Supply network:
Scale bar: 100 µm. Pins as bars on the die edge.
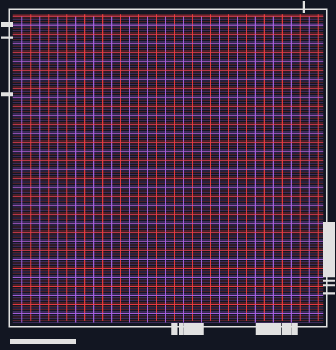
Cell classes on the final placement:
Fill, decap, tap and diode cells in gray.
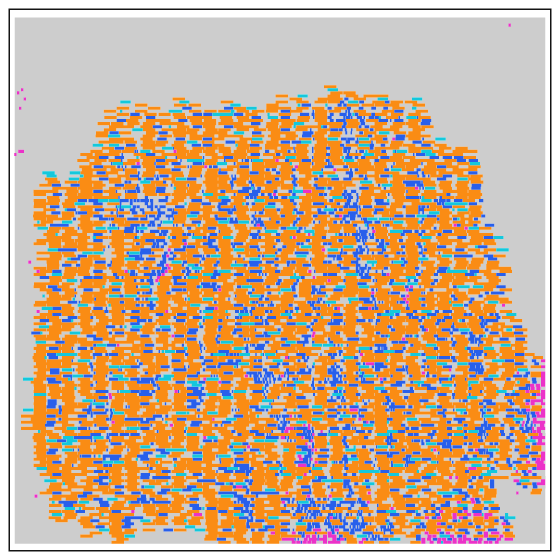
===== config.mk =====
export PLATFORM = sky130hd
export DESIGN_NAME = fir_stim_gen
export DESIGN_NICKNAME = d
export VERILOG_FILES = /design/src/rtl/fir_tb_pkg.sv /design/src/rtl/fir_bubble_lfsr.sv /design/src/rtl/fir_stim_gen.sv
export SDC_FILE = /design/constraint.sdc
export NUM_CORES = 2
export LEC_CHECK = 0
export CORE_MARGIN = 4
export CORE_UTILIZATION = 53
export CTS_CLUSTER_SIZE = 28
export DETAILED_ROUTE_END_ITERATION = 12
export HOLD_SLACK_MARGIN = 0.15
export PLACE_DENSITY = 0.8
export RECOVER_POWER = 100
export SETUP_SLACK_MARGIN = 0.1
export SYNTH_ARGS = -nofsm -noshare
export SYNTH_HDL_FRONTEND = slang
export SYNTH_HIERARCHICAL = 1
export SYNTH_SLANG_ARGS = --single-unit

===== constraint.sdc =====
create_clock -name clk_i -period 10.1 [get_ports clk_i]
set_input_delay 2.02 -clock clk_i [delete_from_list [all_inputs] [get_ports clk_i]]
set_output_delay 2.02 -clock clk_i [all_outputs]
set_load 0.02 [all_outputs]

===== src/rtl/fir_tb_pkg.sv =====
// fir_tb_pkg: shared constants, state encoding and LFSR step for the FIR stimulus generator
package fir_tb_pkg;
  localparam int NB = 11;
  localparam int NCOEF = 9;
  localparam logic [1:0] GAP_CONT  = 2'b00;
  localparam logic [1:0] GAP_FIXED = 2'b01;
  localparam logic [1:0] GAP_LFSR  = 2'b10;
  localparam int LFSR_W = 8;
  localparam logic [LFSR_W-1:0] LFSR_TAPS = 8'hB8;
  typedef enum logic [1:0] {ST_IDLE, ST_STREAM, ST_DRAIN, ST_DONE} st_t;
  function automatic logic [LFSR_W-1:0] lfsr_next(input logic [LFSR_W-1:0] s);
    return {s[LFSR_W-2:0], ^(s & LFSR_TAPS)};
  endfunction
endpackage


===== src/rtl/fir_bubble_lfsr.sv =====
// fir_bubble_lfsr: 8-bit Fibonacci LFSR (x^8+x^6+x^5+x^4+1) deciding valid bubbles
module fir_bubble_lfsr import fir_tb_pkg::*; #(
  parameter logic [LFSR_W-1:0] SEED = 8'hA5
) (
  input  logic clk_i,
  input  logic rst_i,
  input  logic load_i,
  input  logic step_i,
  output logic bit0_o
);
  logic [LFSR_W-1:0] lfsr_q;
  // reseed on reset or run start, otherwise advance once per step
  always_ff @(posedge clk_i or posedge rst_i)
    if (rst_i) lfsr_q <= SEED;
    else if (load_i) lfsr_q <= SEED;
    else if (step_i) lfsr_q <= lfsr_next(lfsr_q);
  assign bit0_o = lfsr_q[0];
endmodule


===== src/rtl/fir_stim_gen.sv =====
// fir_stim_gen: replays a preloaded sample table into the FIR DIN/VIN interface with paced valids, then drains
module fir_stim_gen #(
  parameter int NB = fir_tb_pkg::NB,
  parameter int AW = 8,
  parameter int DRAIN_CYCLES = 16,
  parameter logic [7:0] LFSR_SEED = 8'hA5
) (
  input  logic                 clk_i,
  input  logic                 rst_i,
  input  logic                 tab_we_i,
  input  logic [AW-1:0]        tab_addr_i,
  input  logic [NB-1:0]        tab_data_i,
  input  logic                 coef_we_i,
  input  logic [3:0]           coef_sel_i,
  input  logic [NB-1:0]        coef_data_i,
  input  logic                 start_i,
  input  logic [AW:0]          num_smp_i,
  input  logic [1:0]           gap_mode_i,
  input  logic [3:0]           gap_len_i,
  output logic signed [NB-1:0] dout_o,
  output logic                 vout_o,
  output logic signed [NB-1:0] h0_o,
  output logic signed [NB-1:0] h1_o,
  output logic signed [NB-1:0] h2_o,
  output logic signed [NB-1:0] h3_o,
  output logic signed [NB-1:0] h4_o,
  output logic signed [NB-1:0] h5_o,
  output logic signed [NB-1:0] h6_o,
  output logic signed [NB-1:0] h7_o,
  output logic signed [NB-1:0] h8_o,
  output logic                 busy_o,
  output logic                 end_sim_o
);
  import fir_tb_pkg::*;
  localparam int DW = $clog2(DRAIN_CYCLES + 1);
  localparam logic [AW:0] DEPTH = {1'b1, {AW{1'b0}}};
  st_t state_q, state_d;
  logic [AW:0] idx_q, idx_d, num_q, num_d, num_sat;
  logic [3:0] gap_q, gap_d, glen_q, glen_d;
  logic [1:0] mode_q, mode_d;
  logic [DW-1:0] drn_q, drn_d;
  logic [NB-1:0] dout_q, dout_d;
  logic vout_q, vout_d, start_ok, emit, lfsr_bit;
  logic [NB-1:0] tab_q [2**AW];
  logic [NB-1:0] h_q [NCOEF];
  assign busy_o    = state_q == ST_STREAM || state_q == ST_DRAIN;
  assign end_sim_o = state_q == ST_DONE;
  assign start_ok  = start_i && (state_q == ST_IDLE || state_q == ST_DONE);
  assign num_sat   = num_smp_i > DEPTH ? DEPTH : num_smp_i;
  assign emit      = state_q == ST_STREAM &&
                     (mode_q == GAP_FIXED ? gap_q == 4'd0 : mode_q == GAP_LFSR ? lfsr_bit : 1'b1);
  fir_bubble_lfsr #(.SEED(LFSR_SEED)) u_lfsr (
    .clk_i (clk_i),
    .rst_i (rst_i),
    .load_i(start_ok),
    .step_i(state_q == ST_STREAM),
    .bit0_o(lfsr_bit)
  );
  // sample table is host-loaded between runs and deliberately survives reset
  always_ff @(posedge clk_i)
    if (tab_we_i && !busy_o) tab_q[tab_addr_i] <= tab_data_i;
  // coefficients frozen while a run is in progress so the FIR sees stable taps
  always_ff @(posedge clk_i or posedge rst_i)
    if (rst_i) for (int i = 0; i < NCOEF; i++) h_q[i] <= '0;
    else if (coef_we_i && !busy_o && coef_sel_i < 4'(NCOEF)) h_q[coef_sel_i] <= coef_data_i;
  // next-state and datapath: start latches run config, stream emits paced samples, drain zeroes DIN
  always_comb begin
    state_d = state_q;
    idx_d   = idx_q;
    num_d   = num_q;
    gap_d   = gap_q;
    glen_d  = glen_q;
    mode_d  = mode_q;
    drn_d   = drn_q;
    dout_d  = dout_q;
    vout_d  = 1'b0;
    if (start_ok) begin
      num_d   = num_sat;
      mode_d  = gap_mode_i;
      glen_d  = gap_len_i;
      idx_d   = '0;
      gap_d   = '0;
      drn_d   = '0;
      state_d = num_sat == '0 ? ST_DRAIN : ST_STREAM;
    end else if (state_q == ST_STREAM) begin
      gap_d = emit ? glen_q : (gap_q != 4'd0 ? gap_q - 4'd1 : gap_q);
      if (emit) begin
        dout_d  = tab_q[idx_q[AW-1:0]];
        vout_d  = 1'b1;
        idx_d   = idx_q + 1'b1;
        state_d = idx_q + 1'b1 == num_q ? ST_DRAIN : ST_STREAM;
      end
    end else if (state_q == ST_DRAIN) begin
      dout_d  = '0;
      drn_d   = drn_q + 1'b1;
      state_d = drn_q == DW'(DRAIN_CYCLES - 1) ? ST_DONE : ST_DRAIN;
    end
  end
  // control and output registers
  always_ff @(posedge clk_i or posedge rst_i)
    if (rst_i) begin
      state_q <= ST_IDLE;
      idx_q   <= '0;
      num_q   <= '0;
      gap_q   <= '0;
      glen_q  <= '0;
      mode_q  <= '0;
      drn_q   <= '0;
      dout_q  <= '0;
      vout_q  <= 1'b0;
    end else begin
      state_q <= state_d;
      idx_q   <= idx_d;
      num_q   <= num_d;
      gap_q   <= gap_d;
      glen_q  <= glen_d;
      mode_q  <= mode_d;
      drn_q   <= drn_d;
      dout_q  <= dout_d;
      vout_q  <= vout_d;
    end
  assign dout_o = dout_q;
  assign vout_o = vout_q;
  assign h0_o = h_q[0];
  assign h1_o = h_q[1];
  assign h2_o = h_q[2];
  assign h3_o = h_q[3];
  assign h4_o = h_q[4];
  assign h5_o = h_q[5];
  assign h6_o = h_q[6];
  assign h7_o = h_q[7];
  assign h8_o = h_q[8];
endmodule


==> impl_metrics.toml <==
# generated from flow reports
[outcome]
status = "finished with violations"
violations = "capacitance limit, slew limit"

[die]
initCoreUtil = 0.535
num_rows = 171
die_h_um = 477
core_region_area_mm2 = 0.218

[place]
io_buffers = 166

[clocking]
cts-root-buf = "clkbuf_16"
clk_latency_ps = 920
cts_max_level = 5
cts_buffers = 294
clockBufferDepth = 4
postCtsResizedCells = 0
cts_tree = "built"
clk_pin_slew_worst_paths_ps = 60

[final_timing]
setup-tns-final_ps = 0
worstMarginPinSlew_ps = 6250
slew_violations = 1387
slew_headroom = -3.17
hold_violations = 0
fin_crit_sh = 0.706

[final_layout]
area_growth_pct = 11.1
final_cells = 9226
drive_gt1_frac = 0.186
largest-register = "tab_q"
largest_register_ffs = 2816

[routing]
drt_pass1_iterations = 6
num_vias = 62900

[synthesis]
syn-instance-count = 5951
synth_warnings = 6
adder_share = 0.000751
async_flop_share = 0.0519
postSynthSeqShare = 0.758
ff_type = "edfxtp_1"
edf_count = 2816
ys_ff = 2970

[critical_path]
crit_type = "in -> reg"
critPathSlowestCell = "clkbuf_1"
path_cells = "clkbuf_1 > buf_4"
worst_setup_path_end_kind = "flop"

[power_and_ir_drop]
p_seq_frac = 0.488
sequentialPower_w = 0.0139
ir_drop_v = 0.000169
pwr-share-comb = 0.141

[global_route]
grtUsageMet1 = 0.362
grt_pass1_vias = 61600

[job]
drv_cap = 30
warning_count = 57

[min_path]
min_from = "num_q[7]$_DFFE_PP0P_"
## Picture notes: 'supply network'
legend:
  red:
    net: VDD
  purple:
    net: VSS
signal pins: 167
met1 rails: 172
met4 straps: 34
met5 straps: 34
rows: 171

## Picture notes: 'cell classes on the final placement'
legend:
  cyan:
    class: clock drivers and dummy loads
    cells: 496
  orange:
    class: registers
    cells: 2970
  blue:
    class: remaining logic cells
    cells: 2619
  magenta:
    class: remaining buffers and delay cells
    cells: 276
fin area: 0.130 mm²
Seq/total area: 0.682
Util after Layout: 0.594

[Yosys cell counts, types with 29 or more instances]
master	n	area (µm²)
nor2_1	387	1450
nand3_1	62	310
o221ai_1	109	955
edfxtp_1	2816	84600
buf_4	35	263
a31oi_1	32	200
buf_2	74	370
a21oi_1	106	531
mux2i_1	401	4010
clkbuf_1	169	634
o22ai_1	81	507
o21ai_0	69	345
a211oi_1	29	218
a22oi_1	56	420
nand2_1	200	751
dfrtp_1	150	3750
buf_6	45	507
mux2_2	144	1620
mux4_2	498	11200
[area by class of cell]
type                       instances  area share
clock buffer                     359      0.0600
tap                             2854      0.0276
clock inverter                   137      0.0101
multi-input combinational       2599       0.200
sequential                      2970       0.682
timing repair buffer             276      0.0186
antenna                           11    0.000212
inverter                          20    0.000608
[path summary, 6_finish.rpt]
path	endpoint	slack [ps]	depth (start not counted)
max in group asynchronous	h7_o[3]$_DFFE_PP0P_	5540	3
min	num_q[7]$_DFFE_PP0P_	490	2
min reg2reg	num_q[7]$_DFFE_PP0P_	490	2
max reg2reg	dout_o[10]$_DFFE_PP0P_	3630	8
max	tab_q[129][3]$_DFFE_PP_	2960	2
min in group asynchronous	u_lfsr/lfsr_q[1]$_DFFE_PP0P_	1540	2
[placed cells by master (no fill, tap or decap), types with 24 or more instances in the layout]
cell type	count
nand2_1	199
dfrtp_1	145
a21oi_1	106
a211oi_1	29
o221ai_1	109
nor3_1	34
dlygate4sd3_1	120
a22oi_1	56
nor2_1	386
o22ai_1	81
a31oi_1	32
clkinv_2	51
mux2i_1	401
clkbuf_1	85
edfxtp_1	2816
buf_4	82
bufinv_16	24
mux4_2	498
mux2_2	142
clkbuf_16	299
o21ai_0	69
nand3_1	62
a221oi_1	25
clkdlybuf4s50_1	35
clkinv_1	44
Power figures rest on the tool's default switching activity, not on a simulated workload.
